[src/rtl/sar_adc_seq.sv]
// Multi-channel SAR ADC conversion sequencer: sample/hold, MSB-first successive
// approximation from a 1-bit comparator, tagged result with one-cycle valid strobe.
module sar_adc_seq #(
  parameter int unsigned NOB           = 8,
  parameter int unsigned NCH           = 4,
  parameter int unsigned CHW           = 2,
  parameter int unsigned SAMPLE_CYCLES = 2,
  parameter int unsigned SETTLE_CYCLES = 1
) (
  input  logic           clk,
  input  logic           rst,
  input  logic           go,
  input  logic           mode,
  input  logic           stop,
  input  logic [CHW-1:0] ch_sel,
  input  logic           cmp,
  output logic           sample,
  output logic [CHW-1:0] ch,
  output logic [NOB-1:0] value,
  output logic [NOB-1:0] result,
  output logic [CHW-1:0] result_ch,
  output logic           valid,
  output logic           busy
);

  localparam int unsigned CNT_MAX = (SAMPLE_CYCLES > SETTLE_CYCLES) ? SAMPLE_CYCLES : SETTLE_CYCLES;
  localparam int unsigned CW      = (CNT_MAX > 1) ? $clog2(CNT_MAX) : 1;
  localparam int unsigned IW      = $clog2(NOB);

  typedef enum logic [1:0] {IDLE, SAMPLE, CONV, DONE} state_t;

  state_t         state, state_n;
  logic [CW-1:0]  cnt, cnt_n;
  logic [IW-1:0]  idx, idx_n;
  logic [NOB-1:0] code, code_n;
  logic           scan, scan_n;
  logic           stop_l, stop_n;

  logic           sample_n, valid_n, busy_n;
  logic [CHW-1:0] ch_n, result_ch_n;
  logic [NOB-1:0] value_n, result_n;
  logic [NOB-1:0] trial, kept;

  // Next state and next registered outputs
  always_comb begin
    state_n     = state;
    cnt_n       = cnt;
    idx_n       = idx;
    code_n      = code;
    scan_n      = scan;
    stop_n      = stop_l | stop;
    sample_n    = 1'b0;
    ch_n        = ch;
    value_n     = '0;
    result_n    = result;
    result_ch_n = result_ch;
    valid_n     = 1'b0;
    busy_n      = 1'b1;
    trial       = code | (NOB'(1) << idx);
    kept        = cmp ? trial : code;

    case (state)
      IDLE: begin
        busy_n = 1'b0;
        stop_n = 1'b0;
        if (go) begin
          scan_n   = mode;
          ch_n     = (int'(ch_sel) < int'(NCH)) ? ch_sel : '0;
          cnt_n    = '0;
          sample_n = 1'b1;
          busy_n   = 1'b1;
          state_n  = SAMPLE;
        end
      end
      SAMPLE: begin
        sample_n = 1'b1;
        if (cnt == CW'(SAMPLE_CYCLES - 1)) begin
          sample_n = 1'b0;
          cnt_n    = '0;
          idx_n    = IW'(NOB - 1);
          code_n   = '0;
          value_n  = NOB'(1) << (NOB - 1);
          state_n  = CONV;
        end else begin
          cnt_n = cnt + CW'(1);
        end
      end
      CONV: begin
        value_n = trial;
        if (cnt == CW'(SETTLE_CYCLES - 1)) begin
          // Comparator only trusted on the final settle cycle of each slot
          cnt_n  = '0;
          code_n = kept;
          if (idx == '0) begin
            value_n     = '0;
            valid_n     = 1'b1;
            result_n    = kept;
            result_ch_n = ch;
            state_n     = DONE;
          end else begin
            idx_n   = idx - IW'(1);
            value_n = kept | (NOB'(1) << (idx - IW'(1)));
          end
        end else begin
          cnt_n = cnt + CW'(1);
        end
      end
      DONE: begin
        if (!scan || stop_l || stop) begin
          busy_n  = 1'b0;
          scan_n  = 1'b0;
          stop_n  = 1'b0;
          state_n = IDLE;
        end else begin
          ch_n     = (ch == CHW'(NCH - 1)) ? '0 : ch + CHW'(1);
          cnt_n    = '0;
          sample_n = 1'b1;
          state_n  = SAMPLE;
        end
      end
      default: begin
        busy_n  = 1'b0;
        state_n = IDLE;
      end
    endcase
  end

  always_ff @(posedge clk) begin
    if (rst) begin
      state     <= IDLE;
      cnt       <= '0;
      idx       <= '0;
      code      <= '0;
      scan      <= 1'b0;
      stop_l    <= 1'b0;
      sample    <= 1'b0;
      ch        <= '0;
      value     <= '0;
      result    <= '0;
      result_ch <= '0;
      valid     <= 1'b0;
      busy      <= 1'b0;
    end else begin
      state     <= state_n;
      cnt       <= cnt_n;
      idx       <= idx_n;
      code      <= code_n;
      scan      <= scan_n;
      stop_l    <= stop_n;
      sample    <= sample_n;
      ch        <= ch_n;
      value     <= value_n;
      result    <= result_n;
      result_ch <= result_ch_n;
      valid     <= valid_n;
      busy      <= busy_n;
    end
  end

endmodule
[config.mk]
export PLATFORM = sky130hd
export DESIGN_NAME = sar_adc_seq
export DESIGN_NICKNAME = d
export VERILOG_FILES = /design/src/rtl/sar_adc_seq.sv
export SDC_FILE = /design/constraint.sdc
export NUM_CORES = 1
export LEC_CHECK = 0
export CAP_MARGIN = 30
export CORE_ASPECT_RATIO = 1.2
export CORE_MARGIN = 1.5
export CORE_UTILIZATION = 55
export CTS_CLUSTER_SIZE = 14
export DETAILED_ROUTE_END_ITERATION = 8
export GPL_TIMING_DRIVEN = 0
export PLACE_DENSITY = 0.93
export SYNTH_ARGS = -nofsm -noshare
export SYNTH_HDL_FRONTEND = slang
export SYNTH_SLANG_ARGS = --single-unit
[constraint.sdc]
create_clock -name clk -period 4.1 [get_ports clk]
set_clock_uncertainty 0.1 [all_clocks]
set_input_delay 1.23 -clock clk [delete_from_list [all_inputs] [get_ports clk]]
set_output_delay 1.23 -clock clk [all_outputs]
set_load 0.05 [all_outputs]
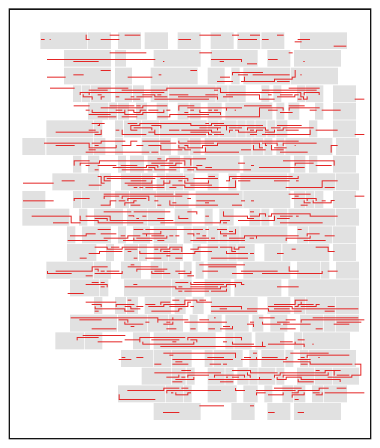
Figure 1: run 1, met1 routing.
Cells faint in the background.
nets with wire on the layer: 231
wire length on this layer: 1730 µm
main direction: horizontal
longest straight run: 17.0 µm
Vias: 1614
met1 Use GR: 28.5%
aggregate routed wire length: 4040 µm

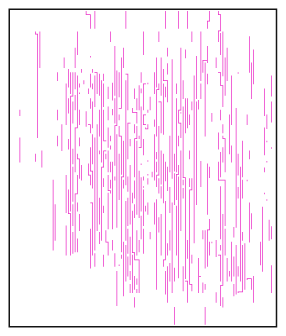
Figure 2: run 1, the metal 2 layer.
share of all routed wire: 48%
longest straight run: 34.8 µm
main direction: vertical
GR met2 Demand/Resource: 39.7%

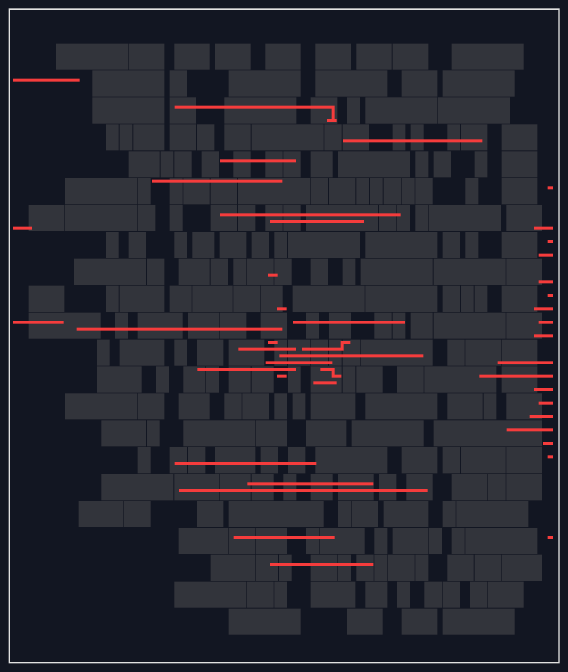
Figure 3: run 1, metal 3.
Cells faint in the background.
longest straight run: 24.8 µm
main direction: horizontal
met3 Use GR: 5.68%

==> changes_impl.md, run 1 <==
### Changed

* Status: finished clean
* Wire length per cell at 14.5 µm
* Pwr dens at 647 nW/µm²
* Worst Tran Pin Value at 0.533 ns
* Met1 wire length at 1730 µm
* Max-area cell share at 43.0%
* Reg2reg start: state[0]
* Reg-to-Reg End: value[7]
* DRT Pass-1 Iters at 4
* Count of different cell masters after synthesis at 41
* Die Y-Extent at 65.9 µm
* FP Core Util at 58.3%
* Clock-pin slew on the worst setup and hold paths at 0.11 ns
* Sequential area share after synthesis at 43.0%
* Drt drc at 0
* H-Tree Depth at 2
* Max Cap Viol at 0
* Synth Area in Compound Gates at 22.8%
* Met3 WL at 274 µm
* Final instance area at 2240 µm²
* Fin crit period at 2.92 ns
* Final period util at 71.2%
* Leading area contributor after synthesis: dfxtp_1
* Final setup fails at 0
* Required time of the critical path at 2.77 ns
* Nets at 260
* Most common cell in the netlist: dfxtp_1
* Commonest flop: dfxtp_1
* Chip area at 3650 µm²
* Slew headroom at 64.5%
* Avg Vias per Cell at 5.81
* Count of library flops with an enable pin at 0
* Post-Place Cells at 270
* WP buf/inv at 1
* Grt ovf at 0
* DRT iter0 DRCs at 70
* Synthesis Warnings at 0
* Simple share at 20.0%
* Setup TNS at 0 ns
* Top sig layer: met4
* Top Family by Delay on Critical Path: buffers and inverters
* CTS tree: built
* Clk root buf: clkbuf_4
* Yosys Instances at 204
* Nets at Floorplan at 223
* Total core area at 3110 µm²
* CP peak stage delay at 0.82 ns
* Adders+Majority by Area at 7.59%
* FF+latch count, synth at 39
* Critical path depth at 1
* Fin cells at 278
* Hold Path End: result_ch[1]
* Synth-to-layout area growth at 23.5%
* CP Capture Type: output port
* Critical path launch point type: flip-flop
* Hold depth at 2
* Maximum clock rate at 342 MHz
* Slowest CP cell: clkdlybuf4s50_1
* Clock buffer depth at 2
* CTS Sinks at 39
* GPL Wtd Cong at 0.831
* Hold_ws at 0.363 ns
* HPWL after detailed placement at 2960 µm
* First-pass GRT wire length at 6760 µm
* FF+latch area at 781 µm²
* Hold_sp: result_ch[1]
* Port bufs at 30
* Largest net degree at the start of global routing at 14
* Syn avg cell area at 8.89 µm²
* Final Hold Vio Count at 0
* Setup crit start: ch[0]
* Gate Area at 953 µm²
* P_leak at 0.832 nW
* Syn Inst Count at 204
* Top cells by count: dfxtp_1 (39), nor2_1 (35), a21oi_1 (21)
* Top cells, area: dfxtp_1 (43%), ha_1 (7.6%), nor2_1 (7.2%), a211oi_1 (6.6%), a21oi_1 (5.8%)
* Setup Slack @ Placement at 1.20 ns
* Final Worst Setup Slack at 1.18 ns
* FFs w/ async S/R, synth at 0%
* Final Max Slew Viols at 0
* # fillers at 253
* Yosys stat area at 1810 µm²
* Critical path endpoint: ch[0]
* Vias in the first global route at 1453
* Tool warnings at 34
* Cell Area, Placed at 2160 µm²
* Layout Utilization at 72.0%
[run 1: state kept, by name, summed over array words and instances, names as in the netlist, 2 cells and up]
| name | cells |
|---|---|
| state | 2 |
| idx | 3 |
| code | 8 |
| result_ch | 2 |
| value | 8 |
| ch | 2 |
| result | 8 |
[run 1: layout make-up]
cell class	instances	area share (%)
Clock buffer	5	1.68
Multi-Input combinational cell	147	42.5
Buffer	8	1.90
Inverter	10	1.68
Timing Repair Buffer	30	13.4
Clock inverter	3	1.95
Sequential cell	39	34.8
Tap cell	36	2.01
[run 1: power breakdown]
part	switching [mW]	internal (mW)	leakage (nW)	total, mW
logic	0.439	0.252	0.471	0.691
clock network	0.134	0.128	0.0452	0.262
registers	0.0468	0.449	0.317	0.496
total	0.620	0.829	0.832	1.45
--- run 2 (diff from run 1) ---
CORE_UTILIZATION = 47   (was 55)
PLACE_DENSITY = 0.86   (was 0.93)
clock period = 2.6 ns   (was 4.1 ns; I/O delays follow)
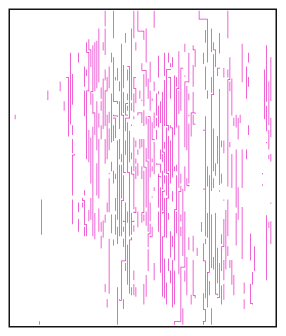
Figure 4: run 2, the metal 2 layer.
wire length on this layer: 2080 µm
nets with wire on the layer: 222
share of all routed wire: 50%
longest straight run: 26.9 µm
main direction: vertical
GR met2 Demand/Resource: 36.7%
aggregate routed wire length: 4160 µm

==> run 2 against run 1 <==
  * Design area increased by 2.3%
  * Flip-flop count unchanged
  * Critical path depth unchanged
  * Count of clock-buffer cells in the layout unchanged
  * Power increased by 65%
  * Synthesized cell count unchanged
  * Die area increased by 16%
  * Combinational power increased by 59%
  * Sequential share of layout area decreased by 0.78 points
  * Synthesized area unchanged
  * First-iteration DRC count increased by 53%
  * Non-clock buffer count unchanged
==> changes_impl.md, run 2 <==
### Changed

* Commonest flop: dfxtp_1
* Internal power at 1.39 mW
* Count of library flops with an enable pin at 0
* Seq/total area at 34.1%
* FF+latch area at 781 µm²
* First-pass GRT wire length at 7020 µm
* Slowest CP cell: clkdlybuf4s50_1
* Largest net degree at the start of global routing at 14
* Nets at 260
* HPWL after detailed placement at 3130 µm
* Final instance area at 2290 µm²
* Area-dominant class: combinational gates
* Fin cells at 294
* Hold_ws at 0.360 ns
* Clock buffer depth at 2
* Cell Area, Placed at 2180 µm²
* Worst Tran Pin Value at 0.534 ns
* Nets at Floorplan at 223
* Layout Utilization at 62.6%
* Syn Inst Count at 204
* Comb gates at 147
* FF+latch count, synth at 39
* Syn avg cell area at 8.89 µm²
* CP Capture Type: output port
* Simple share at 20.0%
* Combinational share of cell area at 41.6%
* Bufs w/o clock at 38
* Final Worst Setup Slack at 0.184 ns
* Status: finished clean
* Synthesis Warnings at 0
* DRT iter0 DRCs at 107
* Final Max Slew Viols at 0
* Yosys stat area at 1810 µm²
* Top flop regs: code x8, result x8, value x8
* Maximum clock rate at 414 MHz
* Clock power share at 21.5%
* Die Y-Extent at 71.1 µm
* Yosys Instances at 204
* Vias in the first global route at 1562
* Adders+Majority by Area at 7.59%
* H-Tree Depth at 2
* # Taps at 52
* Max Cap Viol at 0
* Switching Power at 0.997 mW
* Drt drc at 0
* Clk cell area share at 4.91%
* Fin crit period at 2.42 ns
* Sw frac at 41.7%
* Wire length per cell at 14.1 µm
* Pwr dens at 1040 nW/µm²
* FP Core Util at 49.5%
* FFs w/ async S/R, synth at 0%
* Total core area at 3660 µm²
* CP peak stage delay at 0.83 ns
* WP buf/inv at 1
* Top Family by Delay on Critical Path: buffers and inverters
* Tool warnings at 34
* Port bufs at 30
* Synth-to-layout area growth at 26.3%
* GPL Wtd Cong at 0.862
* Slew headroom at 64.4%
* Count of different cell masters after synthesis at 41
* Top cells, area: dfxtp_1 (43%), ha_1 (7.6%), nor2_1 (7.2%), a211oi_1 (6.6%), a21oi_1 (5.8%)
* Signal buf overhead at 15.0%
* Synth Area in Compound Gates at 22.8%
* Final setup fails at 0
* Final period util at 92.9%
* Most common cell in the netlist: dfxtp_1
* Grt ovf at 0
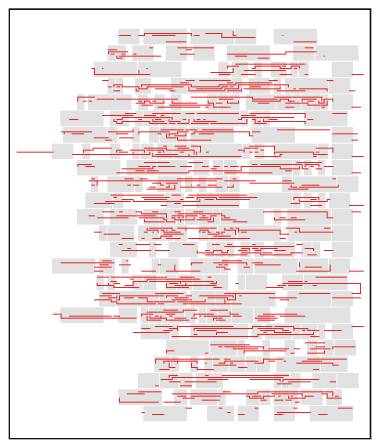
Figure 5: run 2, met1 routing.
Cells faint in the background.
wire length on this layer: 1830 µm
nets with wire on the layer: 238
share of all routed wire: 44%
main direction: horizontal
met1 Use GR: 25.5%
Vias: 1634

run 2: power by group through the flow:
stage	clock, mW	sequential, mW	combinational [mW]
5_1_grt	0.541	0.793	1.19
3_3_place_gp	0	0.790	1.06
3_5_place_dp	0	0.793	1.08
6_report	0.514	0.779	1.10
4_1_cts	0.517	0.781	1.09
2_1_floorplan	0	1.05	0.539
run 2: final timing paths:
kind	slack (ns)	depth (start not counted)	end	startpoint
worst min register to register	0.36	1	stop_l	stop_l
worst min-delay path	0.36	1	stop_l	stop_l
worst max register to register	0.52	7	result[0]	idx[0]
worst max-delay path	0.18	1	ch[0]	ch[0]
run 2: metal layers:
layer	share of wire [%]	vias up
li1	-	805
met3	4.4	6
met2	50	50
met4	1.5	0
met5	0	-
met1	44	773
Power and IR drop assume default switching activity.
